File: src/rtl/bus_arbiter.sv
// -----------------------------------------------------------------------------
// bus_arbiter
//
// Bus-ownership and memory-map controller for an 8085 system bus.
//
// Arbitration: two DMA requesters share the bus with the CPU through the
// HOLD/HLDA handshake. When both requesters are pending, the one that was not
// granted most recently wins (round-robin). Each grant is limited to MAX_GNT
// cycles, after which the bus is handed back to the CPU for at least one cycle.
//
// Memory map: RAM at 0x0000-0x00FF, ROM at 0x0100-0x01FF, nothing above.
// Per-region wait states are inserted by holding READY low; a memory strobe
// into the empty space raises a one-cycle bus_err pulse.
//
// Parameters:
//   ROM_WAIT  wait states on ROM accesses (0-15)
//   RAM_WAIT  wait states on RAM accesses (0-15)
//   MAX_GNT   longest DMA tenure in cycles (2-255)
//
// Ports:
//   clk       system clock, rising-edge
//   rst       asynchronous reset, active low
//   hold      HOLD request to the CPU
//   hlda      HLDA acknowledge from the CPU
//   dma_req   level-held bus requests, bit i = requester i
//   dma_gnt   one-hot bus grant
//   addr      address of the current bus master
//   rdn, wrn  active-low read / write strobes
//   iomn      1 = IO cycle, 0 = memory cycle
//   rom_csn   ROM chip select, active low
//   ram_csn   RAM chip select, active low
//   ready     READY to the bus master
//   bus_err   one-cycle pulse on a memory strobe to unmapped space
// -----------------------------------------------------------------------------
module bus_arbiter #(
    parameter int ROM_WAIT = 1,
    parameter int RAM_WAIT = 0,
    parameter int MAX_GNT  = 64
) (
    input  logic        clk,
    input  logic        rst,
    output logic        hold,
    input  logic        hlda,
    input  logic [1:0]  dma_req,
    output logic [1:0]  dma_gnt,
    input  logic [15:0] addr,
    input  logic        rdn,
    input  logic        wrn,
    input  logic        iomn,
    output logic        rom_csn,
    output logic        ram_csn,
    output logic        ready,
    output logic        bus_err
);

    // -------------------------------------------------------------------------
    // Constants
    // -------------------------------------------------------------------------
    localparam logic [7:0] TENURE_LAST = 8'(MAX_GNT - 1);
    localparam logic [3:0] ROM_WAIT_W  = 4'(ROM_WAIT);
    localparam logic [3:0] RAM_WAIT_W  = 4'(RAM_WAIT);

    typedef enum logic [1:0] {
        IDLE  = 2'd0,
        HREQ  = 2'd1,
        GRANT = 2'd2,
        REL   = 2'd3
    } state_t;

    // -------------------------------------------------------------------------
    // Arbitration state
    // -------------------------------------------------------------------------
    state_t     state_reg, state_next;
    logic       sel_reg, sel_next;        // requester currently being served
    logic       last_reg, last_next;      // requester granted most recently
    logic [7:0] tenure_reg, tenure_next;  // cycles spent in GRANT
    logic       winner;
    logic       grant_active;

    // Round-robin choice. last_reg resets to 1 so requester 0 wins the first
    // contested arbitration after reset.
    always_comb begin
        winner = 1'b0;
        case (dma_req)
            2'b01:   winner = 1'b0;
            2'b10:   winner = 1'b1;
            2'b11:   winner = ~last_reg;
            default: winner = 1'b0;
        endcase
    end

    always_ff @(posedge clk or negedge rst) begin
        if (!rst) begin
            state_reg  <= IDLE;
            sel_reg    <= 1'b0;
            last_reg   <= 1'b1;
            tenure_reg <= 8'd0;
        end else begin
            state_reg  <= state_next;
            sel_reg    <= sel_next;
            last_reg   <= last_next;
            tenure_reg <= tenure_next;
        end
    end

    always_comb begin
        state_next   = state_reg;
        sel_next     = sel_reg;
        last_next    = last_reg;
        tenure_next  = tenure_reg;
        hold         = 1'b0;
        grant_active = 1'b0;

        case (state_reg)
            IDLE: begin
                if (dma_req != 2'b00) begin
                    sel_next   = winner;
                    state_next = HREQ;
                end
            end

            HREQ: begin
                hold = 1'b1;
                // A requester that gives up before the CPU lets go of the bus
                // is dropped without ever seeing a grant.
                if (!dma_req[sel_reg]) begin
                    state_next = REL;
                end else if (hlda) begin
                    tenure_next = 8'd0;
                    state_next  = GRANT;
                end
            end

            GRANT: begin
                hold = 1'b1;
                // Gating with hlda removes the grant in the very cycle the CPU
                // takes the bus back, so dma_gnt never overlaps CPU ownership.
                grant_active = hlda;
                tenure_next  = tenure_reg + 8'd1;
                if (!hlda || !dma_req[sel_reg] || (tenure_reg == TENURE_LAST)) begin
                    state_next = REL;
                end
            end

            REL: begin
                last_next = sel_reg;
                // Waiting for hlda=0 and then passing through IDLE guarantees
                // the CPU at least one bus cycle between two DMA tenures.
                if (!hlda) begin
                    state_next = IDLE;
                end
            end

            default: begin
                state_next = IDLE;
            end
        endcase
    end

    // One-hot grant decode
    generate
        for (genvar gi = 0; gi < 2; gi++) begin : g_gnt
            assign dma_gnt[gi] = grant_active & (sel_reg == 1'(gi));
        end
    endgenerate

    // -------------------------------------------------------------------------
    // Address decode (purely from addr)
    // -------------------------------------------------------------------------
    logic is_ram;
    logic is_rom;
    logic is_unmapped;

    assign is_ram      = (addr[15:8] == 8'h00);
    assign is_rom      = (addr[15:8] == 8'h01);
    assign is_unmapped = ~is_ram & ~is_rom;
    assign ram_csn     = ~is_ram;
    assign rom_csn     = ~is_rom;

    // -------------------------------------------------------------------------
    // Wait-state generator
    // -------------------------------------------------------------------------
    logic       strobe_idle;
    logic       idle_prev_reg;
    logic       strobe_start;
    logic [3:0] load_val;
    logic [3:0] wait_reg, wait_next;

    assign strobe_idle = rdn & wrn;

    // Start of a memory strobe: both strobes were high last cycle and one of
    // them is low now. Gated with rst so that nothing is flagged in reset.
    assign strobe_start = rst & idle_prev_reg & ~strobe_idle & ~iomn;

    always_comb begin
        load_val = 4'd0;
        if (is_rom) begin
            load_val = ROM_WAIT_W;
        end else if (is_ram) begin
            load_val = RAM_WAIT_W;
        end
    end

    // wait_reg holds the number of wait cycles still owed after the current
    // one. The strobe-start cycle is itself the first wait cycle (ready is
    // pulled low combinationally), hence the load of load_val-1.
    always_comb begin
        wait_next = wait_reg;
        if (strobe_start) begin
            wait_next = (load_val == 4'd0) ? 4'd0 : (load_val - 4'd1);
        end else if (strobe_idle) begin
            wait_next = 4'd0;
        end else if (wait_reg != 4'd0) begin
            wait_next = wait_reg - 4'd1;
        end
    end

    always_ff @(posedge clk or negedge rst) begin
        if (!rst) begin
            idle_prev_reg <= 1'b1;
            wait_reg      <= 4'd0;
        end else begin
            idle_prev_reg <= strobe_idle;
            wait_reg      <= wait_next;
        end
    end

    assign ready   = ~((strobe_start && (load_val != 4'd0)) || (wait_reg != 4'd0));
    assign bus_err = strobe_start & is_unmapped;

endmodule

File: config.mk
export PLATFORM = sky130hd
export DESIGN_NAME = bus_arbiter
export DESIGN_NICKNAME = d
export VERILOG_FILES = /design/src/rtl/bus_arbiter.sv
export SDC_FILE = /design/constraint.sdc
export NUM_CORES = 1
export LEC_CHECK = 0
export CAP_MARGIN = 25
export CORE_ASPECT_RATIO = 1.2
export CORE_MARGIN = 5
export CORE_UTILIZATION = 45
export CTS_BUF_LIST = sky130_fd_sc_hd__clkbuf_2 sky130_fd_sc_hd__clkbuf_4 sky130_fd_sc_hd__clkbuf_8
export CTS_CLUSTER_DIAMETER = 30
export CTS_CLUSTER_SIZE = 12
export DETAILED_ROUTE_END_ITERATION = 12
export PLACE_DENSITY = 0.87
export SYNTH_ARGS = -nofsm -noshare
export SYNTH_HDL_FRONTEND = slang
export SYNTH_SLANG_ARGS = --single-unit
File: constraint.sdc
create_clock -name clk -period 4.4 [get_ports clk]
set_clock_uncertainty 0.15 [all_clocks]
set_input_delay 0.88 -clock clk [delete_from_list [all_inputs] [get_ports clk]]
set_output_delay 0.88 -clock clk [all_outputs]
set_load 0.01 [all_outputs]
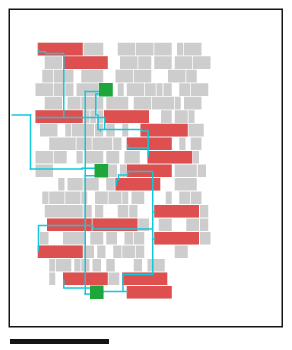
(run_1/clock_wires.png)
The bar under the picture is 20 µm long.
[flip-flops] red | count: 17
[clock wires] cyan | length: 230 µm
[clock-net drivers] green | count: 3
routed clock nets: 4

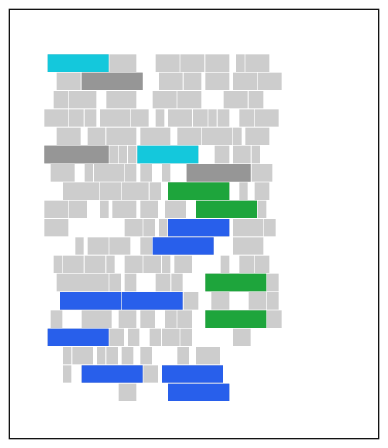
(run_1/ff_map.png)
Other sequential cells in the stronger gray, the rest of the logic in the fainter gray.
[wait_reg] green | sequential cells: 4 | where: center
[state_reg] cyan | sequential cells: 2
[tenure_reg] blue | sequential cells: 8
not colored: 3

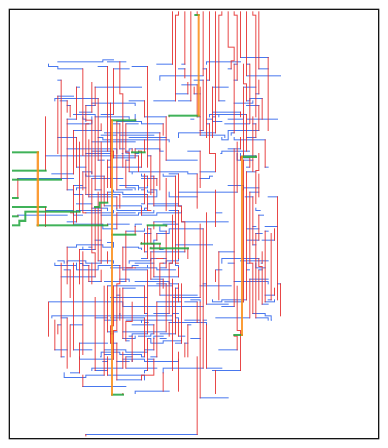
(run_1/layers.png)
[M4] orange | wire length: 93.2 µm
[M2] red | wire length: 1,350 µm
[M3] green | wire length: 75.9 µm
[M1] blue | wire length: 975 µm

==> results_slide.txt, run 1 <==
Implementation Results

Critical path
  – CP startpoint kind: input pin
  – CP startpoint: addr[15]
  – Crit-path leading delay family: buffers and inverters
  – CP max stage delay: 0.54 ns
  – CP Class: input pin to output port
  – CP Max Fanout: 4
  – Worst path cell trace: clkdlybuf4s50_1 > or4_1 > nor4_2 > a31oi_1 > clkdlybuf4s50_1
  – CP Capture Type: output port
  – Required @ worst endpoint: 3.37 ns
  – Top cell by count, worst path: clkdlybuf4s50_1

Finish
  – Buffering overhead: 16.7%
  – Ant diodes: 0
  – Clk tree area frac: 2.02%
  – # fillers: 195
  – Layout cells sized above 1: 13.8%
  – Plain + repair buffers: 23
  – Flops: 17
  – Flop share of the area: 31.4%
  – Layout area overhead: 26.2%
  – Logic cell area: 622 µm²
  – Sequential Area: 428 µm²

Yosys
  – Synth Area in Adders: 9.27%
  – XOR-XNOR Cells, Area Fraction: 1.62%
  – Yosys Chip Area: 0.00108 mm²
  – Yosys cell count: 112
  – Aoi share: 15.6%
  – EDFF count, synth: 0
  – Synthesized cell area: 0.00108 mm²
  – Net count after synthesis: 144
  – Ys async rst share: 100%

Final timing
  – Shortest period the worst path allows: 3.79 ns
  – Hold Fails Final Rpt: 0
  – WHS: 0.410 ns
  – Worst slew pin tran: 0.375 ns
  – RSZ-0062 raised after global routing: false
  – Final Max Slew Viols: 0
  – Final Worst Setup Slack: 0.610 ns
  – Final setup violation count: 0

Global route
  – Initial antenna violation count: 0
  – Met2 Use GR: 28.7%
  – Pin count of the biggest net entering global routing: 18
  – Overall Global Routing Usage: 16.6%
  – GRT overflow: 0
  – First-pass GRT wire length: 4.34 mm

Route
  – Vias/cell: 5.74
  – Vias: 970
  – Routed wire length per instance: 14.8 µm
  – Drt initial violations: 22
  – TritonRoute pass-1 iters: 4
  – Remaining DRCs: 0
  – Post-DRT Antenna Nets: 0

Power and ir drop
  – Switch share: 40.7%
  – Psw: 0.293 mW
  – Clk pwr share: 12.2%
  – Logic pwr share: 51.9%
  – Int Pwr: 0.427 mW
  – Static leakage: 0.576 nW
  – Power Combinational: 0.373 mW
  – Peak supply drop: 0.410 mV
  – Sequential power share: 35.9%

Clock network
  – Worst-case clock buffer depth: 2
  – Skew-Pair Late Insertion Delay: 0.31 ns
  – Total clock sinks: 17
  – Reg clk slew, reported paths: 0.11 ns
  – CTS buffer count: 3
  – Hold buffers post-CTS: 0
  – TritonCTS clock tree: done

Place
  – Cell total after placement: 165
  – Final HPWL DP: 2.02 mm
  – Area post-placement: 0.00134 mm²
  – Port bufs: 22

Floorplan
  – Die W: 54.7 µm
  – Die Size: 0.00348 mm²
  – Top Ports: 31
  – Row count: 19

Hold path
  – Critical hold path startpoint: tenure_reg[1]$_DFFE_PN0P_

Run status
  – Outcome: finished clean
-- run 1: synth_stat cells (2+ instances only) --
cell type,n,share of area (%)
a31oi_1,2,1.2
mux2_2,2,2.1
nor3_1,3,1.4
nand3_1,3,1.4
o21ai_0,6,2.8
dfstp_2,2,4.9
or3_2,3,2.1
and3_1,2,1.2
dfrtp_1,15,35
and2_1,2,1.2
ha_1,8,9.3
a21oi_1,9,4.2
nand3b_1,2,1.4
inv_1,5,1.7
or4_1,2,1.4
a211oi_1,2,1.4
nand2b_1,5,2.9
or3_1,3,1.7
nor2_1,9,3.1
nand2_1,8,2.8
-- run 1: final timing paths --
path	to
worst min-delay path	tenure_reg[1]$_DFFE_PN0P_
worst min register to register	tenure_reg[1]$_DFFE_PN0P_
worst max register to register	tenure_reg[4]$_DFFE_PN0P_
min in group asynchronous	wait_reg[2]$_DFFE_PN0P_
max in group asynchronous	last_reg$_DFFE_PN1N_
worst max-delay path	ready
-- run 1: stage by stage --
| stage | power (mW) | utilization (%) |
|---|---|---|
| floorplan | 0.519 | - |
| global placement | 0.604 | 57.9 |
| detailed placement | 0.633 | 57.9 |
| CTS | 0.725 | 59.1 |
| global route | 0.779 | 59.1 |
| finish | 0.720 | 59.1 |
-- run 1: layer usage --
metal,routed length [µm],share of wire (%),vias to the layer above
met5,0,0,-
met4,93,3.7,0
met3,75,3.0,9
met2,1350,54,24
met1,975,39,471
li1,-,-,466
-- run 1: placed cells by master (no fill, tap or decap), types with 5 or more instances in the layout --
cell type,netlist,final
a21oi_1,9,9
clkdlybuf4s50_1,0,22
dfrtp_1,15,15
ha_1,8,8
inv_1,5,5
nand2_1,8,8
nand2b_1,5,5
nor2_1,9,9
o21ai_0,6,6
==> run 1 -> run 2 <==
Settings changed: ABC_AREA set to 0.
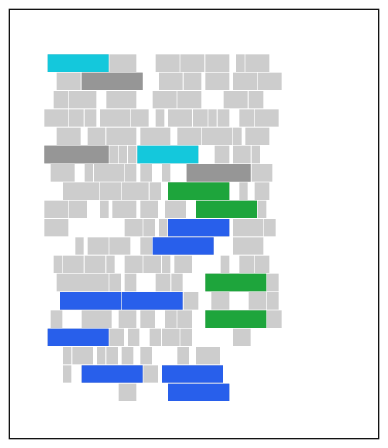
(run_2/ff_map.png)
Other sequential cells in the stronger gray, the rest of the logic in the fainter gray.
[tenure_reg] blue | sequential cells: 8
[state_reg] cyan | sequential cells: 2
[wait_reg] green | sequential cells: 4 | where: center
not colored: 3

==> run 2 against run 1 <==
Sequential share of layout area stayed put. Total power unchanged. Sequential power hardly changed. Design area unchanged. Via count stayed put. Die size unchanged. Non-clock buffer count did not move.
==> results_slide.txt, run 2 <==
Implementation Results

Yosys
  – Top-count cell post-synth: dfrtp_1 (unchanged)
  – Yosys Chip Area: 0.00108 mm² (unchanged)
  – Top cells by area: dfrtp_1 (35%), ha_1 (9.3%), dfstp_2 (4.9%) (unchanged)
  – Synthesized cell area: 0.00108 mm² (unchanged)
  – Ys async rst share: 100% (unchanged)
  – Synth top cells by count: dfrtp_1 (15), a21oi_1 (9), nor2_1 (9) (unchanged)
  – Yosys cell count: 112 (unchanged)
  – Net count after synthesis: 144 (unchanged)

Critical path
  – CP Max Fanout: 4 (unchanged)
  – CP startpoint kind: input pin (unchanged)
  – CP Capture Type: output port (unchanged)
  – Top cell by count, worst path: clkdlybuf4s50_1 (unchanged)
  – CP Class: input pin to output port (unchanged)
  – CP max stage delay: 0.54 ns (about the same)
  – Worst path cell trace: clkdlybuf4s50_1 > or4_1 > nor4_2 > a31oi_1 > clkdlybuf4s50_1 (unchanged)

Route
  – Remaining DRCs: 0 (unchanged)
  – Uppermost layer routed: met4 (unchanged)
  – DR WL met3: 75 µm (unchanged)
  – Vias: 970 (unchanged)
  – TritonRoute pass-1 iters: 4 (unchanged)
  – WL met1: 975 µm (unchanged)
  – Drt initial violations: 22 (unchanged)
  – Post-DRT Antenna Nets: 0 (unchanged)
  – Vias/cell: 5.74 (unchanged)

Final timing
  – Worst slew pin tran: 0.375 ns (unchanged)
  – Final Worst Setup Slack: 0.610 ns (unchanged)
  – Shortest period the worst path allows: 3.79 ns (unchanged)
  – WHS: 0.410 ns (unchanged)
  – Final Max Slew Viols: 0 (unchanged)
  – Hold Fails Final Rpt: 0 (unchanged)

Finish
  – Most numerous logic cell after layout: clkdlybuf4s50_1 (unchanged)
  – Sequential Area: 428 µm² (unchanged)
  – Most numerous logic cells after layout: clkdlybuf4s50_1 (22), dfrtp_1 (15), nor2_1 (9), a21oi_1 (9) (unchanged)
  – Fin util: 59.1% (unchanged)
  – Layout area overhead: 26.2% (unchanged)
  – Layout cells sized above 1: 13.8% (unchanged)
  – # fillers: 195 (unchanged)
  – Ant diodes: 0 (unchanged)

Clock network
  – Reg clk slew, reported paths: 0.11 ns (about the same)
  – Total clock sinks: 17 (unchanged)
  – Worst-case clock buffer depth: 2 (unchanged)
  – Skew-Pair Late Insertion Delay: 0.31 ns (about the same)
  – CTS buffer count: 3 (unchanged)
  – Hold buffers post-CTS: 0 (unchanged)
  – TritonCTS clock tree: done (unchanged)

Floorplan
  – Die Size: 0.00348 mm² (unchanged)
  – Die W: 54.7 µm (unchanged)
  – Top Ports: 31 (unchanged)
  – Row count: 19 (unchanged)

Place
  – Port bufs: 22 (unchanged)
  – Cell total after placement: 165 (unchanged)
  – Area post-placement: 0.00134 mm² (unchanged)

Power and ir drop
  – Tot Pwr: 0.720 mW (unchanged)
  – Peak supply drop: 0.410 mV (unchanged)
  – Static leakage: 0.576 nW (unchanged)

Global route
  – Pin count of the biggest net entering global routing: 18 (unchanged)
  – Overall Global Routing Usage: 16.6% (unchanged)
  – Initial antenna violation count: 0 (unchanged)
  – GRT overflow: 0 (unchanged)

Run status
  – Outcome: finished clean (unchanged)
-- run 2: cell counts in the layout (fill, tap and decap cells not counted) --
Identical to the previous run, type by type.
-- run 2: final timing paths --
kind                                      startpoint                         to  cells after the start
setup / recovery                            addr[15]                      ready                      5
hold reg to reg            tenure_reg[1]$_DFFE_PN0P_  tenure_reg[1]$_DFFE_PN0P_                      2
max in group asynchronous                        rst       last_reg$_DFFE_PN1N_                      2
min in group asynchronous                        rst    wait_reg[2]$_DFFE_PN0P_                      2
hold / removal             tenure_reg[1]$_DFFE_PN0P_  tenure_reg[1]$_DFFE_PN0P_                      2
setup reg to reg            state_reg[1]$_DFFE_PN0P_  tenure_reg[4]$_DFFE_PN0P_                      6
-- run 2: cell type report --
class                   instances  share of cell area (%)
inverters                       5                    1.38
flip-flops and latches         17                    31.4
clock inverters                 1                   0.367
clock buffers                   3                    1.65
well taps                      31                    2.85
repair buffers                 23                    16.7
multi-input cells              89                    45.6
-- run 2: report_power, final --
group | switching (mW) | internal, mW | leakage [nW]
combinational | 0.189 | 0.184 | 0.344
clock | 0.0539 | 0.0340 | 0.0177
sequential | 0.0499 | 0.209 | 0.215
total | 0.293 | 0.427 | 0.576
-- run 2: cells by family (layout without fill, tap and decap cells) --
| group | after synthesis | after routing | synth area share (%) |
|---|---|---|---|
| AND/OR/NAND/NOR | 50 | 50 | 26.7 |
| buffers and inverters | 6 | 32 | 2.78 |
| flip-flops | 17 | 17 | 39.6 |
| adder cells (fa/ha/maj) | 8 | 8 | 9.27 |
| multiplexers | 4 | 4 | 4.40 |
| AND-OR/OR-AND | 25 | 25 | 15.6 |
| XOR/XNOR | 2 | 2 | 1.62 |
-- run 2: metal layers --
metal	vias up	global-route usage [%]
met5	-	0
met4	0	9.35
li1	466	-
met1	471	18.1
met3	9	2.36
met2	24	28.7
==> run_2/m3.png <==
The bar under the picture is 20 µm long.
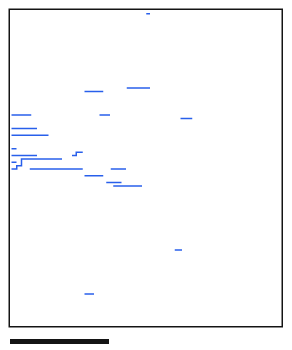

==> run 2 -> run 3 <==
Settings changed: CORE_ASPECT_RATIO 1.2 to not set.
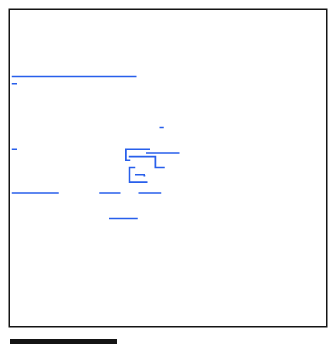
(run_3/m3.png)
The bar under the picture is 20 µm long.
nets with wire on the layer: 10
share of all routed wire: 3.3%

==> run 3 against run 2 <==
Via count fell by 4.1%. Core utilization rose by 1.2 points. First-iteration DRC count rose by 4.5%. Die size fell by 0.11%. Synthesized area did not move. Flip-flop count did not move. Maximum frequency rose by 0.84%. Combinational power fell by 3%. Setup slack improved by 0.032 ns. Critical path type unchanged. Highest routed layer unchanged.
==> results_slide.txt, run 3 <==
Implementation Results

Run status
  – Outcome: finished clean (unchanged)

Route
  – TritonRoute pass-1 iters: 4 (unchanged)
  – Drt initial violations: 23 (was 22)
  – Post-DRT Antenna Nets: 0 (unchanged)
  – WL met1: 962 µm (was 975 µm)
  – Uppermost layer routed: met4 (unchanged)
  – Routed wire length per instance: 14.1 µm (was 14.8 µm)
  – Remaining DRCs: 0 (unchanged)
  – Vias: 930 (was 970)
  – DR WL met3: 76 µm (was 75 µm)
  – DR WL met2: 1.27 mm (was 1.35 mm)
  – Wire length after detailed routing: 2.34 mm (was 2.50 mm)
  – Vias/cell: 5.60 (was 5.74)

Power and ir drop
  – Sequential power share: 36.5% (was 35.9%)
  – Clk pwr share: 12.0% (was 12.2%)
  – Switch share: 39.8% (was 40.7%)
  – Psw: 0.280 mW (was 0.293 mW)
  – Int Pwr: 0.424 mW (was 0.427 mW)
  – Static leakage: 0.576 nW (unchanged)
  – Tot Pwr: 0.704 mW (was 0.720 mW)
  – Logic pwr share: 51.4% (was 51.9%)
  – Peak supply drop: 0.412 mV (was 0.410 mV)
  – P per Cell Area: 518 mW/mm² (was 528 mW/mm²)

Yosys
  – Top cells by area: dfrtp_1 (35%), ha_1 (9.3%), dfstp_2 (4.9%) (unchanged)
  – Yosys cell count: 112 (unchanged)
  – Post-synth regs: 17 (unchanged)
  – Yosys Chip Area: 0.00108 mm² (unchanged)
  – EDFF count, synth: 0 (unchanged)
  – Top-count cell post-synth: dfrtp_1 (unchanged)
  – Syn Area/Cell: 9.64 µm² (unchanged)
  – Simple share: 26.7% (unchanged)
  – Synthesized cell area: 0.00108 mm² (unchanged)
  – Net count after synthesis: 144 (unchanged)
  – XOR-XNOR Cells, Area Fraction: 1.62% (unchanged)
  – Synth top cells by count: dfrtp_1 (15), a21oi_1 (9), nor2_1 (9) (unchanged)
  – Unique cell type count in the Yosys netlist: 39 (unchanged)
  – Top comb family, area: simple AND/OR/NAND/NOR gates (unchanged)
  – Primary FF master, synth: dfrtp_1 (unchanged)
  – Cell count after synthesis: 112 (unchanged)
  – Seq share, synth: 39.6% (unchanged)
  – Cell type with the largest total area: dfrtp_1 (unchanged)
  – Ys async rst share: 100% (unchanged)
  – Multiplexer share: 4.40% (unchanged)
  – Synth Area in Adders: 9.27% (unchanged)
  – Yosys warning count: 0 (unchanged)
  – Max-area cell share: 34.8% (unchanged)
  – Aoi share: 15.6% (unchanged)

Finish
  – Layout area overhead: 25.8% (was 26.2%)
  – Ant diodes: 0 (unchanged)
  – # fillers: 208 (was 195)
  – Fin util: 60.3% (was 59.1%)
  – Max reg flops: 8 (unchanged)
  – Most numerous logic cells after layout: clkdlybuf4s50_1 (22), dfrtp_1 (15), nor2_1 (9), a21oi_1 (9) (unchanged)
  – Design area: 0.00136 mm² (about the same)
  – Layout cells sized above 1: 13.8% (unchanged)
  – Fin nets: 171 (unchanged)
  – Most numerous logic cell after layout: clkdlybuf4s50_1 (unchanged)
  – Post-route insts no fill: 166 (was 169)

Clock network
  – Worst-case clock buffer depth: 2 (unchanged)
  – Postcts setup bufs: 0 (unchanged)
  – Hold buffers post-CTS: 0 (unchanged)
  – H-Tree Level Count: 1 (unchanged)
  – Skew-Pair Late Insertion Delay: 0.30 ns (was 0.31 ns)
  – CTS resizes: 0 (unchanged)
  – TritonCTS clock tree: done (unchanged)
  – Total clock sinks: 17 (unchanged)
  – Root Buffer: clkbuf_4 (unchanged)
  – Reg clk slew, reported paths: 0.11 ns (about the same)
  – CTS buffer count: 3 (unchanged)

Floorplan
  – Die Size: 0.00348 mm² (about the same)
  – Top Ports: 31 (unchanged)
  – Row count: 17 (was 19)
  – Die W: 59.0 µm (was 54.7 µm)
  – Core ar.: 0.00225 mm² (was 0.00231 mm²)
  – Die height: 59.0 µm (was 63.7 µm)
  – FP Util: 47.9% (was 46.8%)

Final timing
  – Final Worst Setup Slack: 0.642 ns (was 0.610 ns)
  – Final setup violation count: 0 (unchanged)
  – Rel. slew slack: 74.2% (was 74.8%)
  – Hold Fails Final Rpt: 0 (unchanged)
  – Shortest period the worst path allows: 3.76 ns (was 3.79 ns)
  – RSZ-0062 raised after global routing: false (unchanged)
  – Final Max Slew Viols: 0 (unchanged)
  – WHS: 0.407 ns (was 0.410 ns)
  – Fin crit share: 85.4% (was 86.1%)
  – Fmax: 266 MHz (was 264 MHz)
  – Worst slew pin tran: 0.384 ns (was 0.375 ns)
  – Setup TNS: 0 ns (unchanged)

Critical path
  – Required @ worst endpoint: 3.37 ns (about the same)
  – Worst path cell trace: clkdlybuf4s50_1 > or4_1 > nor4_2 > a31oi_1 > clkdlybuf4s50_1 (unchanged)
  – WP buf/inv: 2 (unchanged)
  – Slowest cell on crit path: or4_1 (unchanged)
  – CP startpoint kind: input pin (unchanged)
  – CP max stage delay: 0.53 ns (was 0.54 ns)
  – Top cell by count, worst path: clkdlybuf4s50_1 (unchanged)
  – CP Capture Type: output port (unchanged)
  – CP Max Fanout: 4 (unchanged)
  – CP arrival: 2.73 ns (was 2.76 ns)
  – CP Class: input pin to output port (unchanged)
  – Crit-path leading delay family: buffers and inverters (unchanged)

Job
  – Tool warnings: 39 (unchanged)
  – Max_cap viols: 0 (unchanged)

Hold path
  – Hold Path Class: flop to flop (unchanged)

Global route
  – GRT overflow: 0 (unchanged)
  – GRT met3 Usage: 3.70% (was 2.36%)
  – First-pass GRT wire length: 4.11 mm (was 4.34 mm)
  – Vias in the first global route: 963 (was 1,005)
  – Met2 Use GR: 27.4% (was 28.7%)
  – Pin count of the biggest net entering global routing: 18 (unchanged)
  – GRT met1 Usage: 17.5% (was 18.1%)
  – GRT Max-Usage Layer: met2 (unchanged)
  – Overall Global Routing Usage: 15.3% (was 16.6%)
  – Initial antenna violation count: 0 (unchanged)

Place
  – Final HPWL DP: 1.86 mm (was 2.02 mm)
  – Area post-placement: 0.00133 mm² (was 0.00134 mm²)
  – Port bufs: 22 (unchanged)
  – GPL Wtd Cong: 0.792 (was 0.800)
  – Cell total after placement: 162 (was 165)
  – Pre-CTS WS: 0.629 ns (was 0.588 ns)
run 3: cell counts in the layout (fill, tap and decap cells not counted):
Identical to the previous run, type by type.
run 3: power groups by stage:
stage	combinational, mW	sequential (mW)	clock (mW)
after floorplan	0.271	0.248	0
after global placement	0.343	0.255	0
after detailed placement	0.362	0.260	0
after CTS	0.366	0.257	0.0887
after global routing	0.409	0.265	0.0969
final	0.362	0.257	0.0848
run 3: cell families after synthesis:
| kind of cell | Yosys count |
|---|---|
| and+or+nand+nor | 50 |
| AOI/OAI and AO/OA | 25 |
| DFF | 17 |
| adders and majority gates | 8 |
| buffers and inverters | 6 |
| muxes | 4 |
| xor gates and xnor gates | 2 |
run 3: layout make-up:
class,count,area [µm²],share of cell area [%]
multi-input cells,89,622,45.8
repair buffers,23,228,16.8
inverters,5,18.8,1.38
flip-flops and latches,17,428,31.5
well taps,28,35.0,2.58
clock inverters,1,5.00,0.368
clock buffers,3,22.5,1.66
run 3: worst min-delay path: stages (launching register included):
cell and delay (ns):
dfrtp_1 0.40, nand2_1 0.06, o21ai_0 0.07
run 3: final timing paths:
kind / startpoint / to / slack [ns] / depth (start not counted)
worst max-delay path: addr[15] / ready / 0.64 / 5
worst max register to register: state_reg[1]$_DFFE_PN0P_ / tenure_reg[6]$_DFFE_PN0P_ / 2.38 / 6
max in group asynchronous: rst / idle_prev_reg$_DFF_PN1_ / 3.01 / 2
worst min-delay path: tenure_reg[1]$_DFFE_PN0P_ / tenure_reg[1]$_DFFE_PN0P_ / 0.41 / 2
worst min register to register: tenure_reg[1]$_DFFE_PN0P_ / tenure_reg[1]$_DFFE_PN0P_ / 0.41 / 2
min in group asynchronous: rst / tenure_reg[1]$_DFFE_PN0P_ / 0.83 / 2
Power and IR drop assume default switching activity.
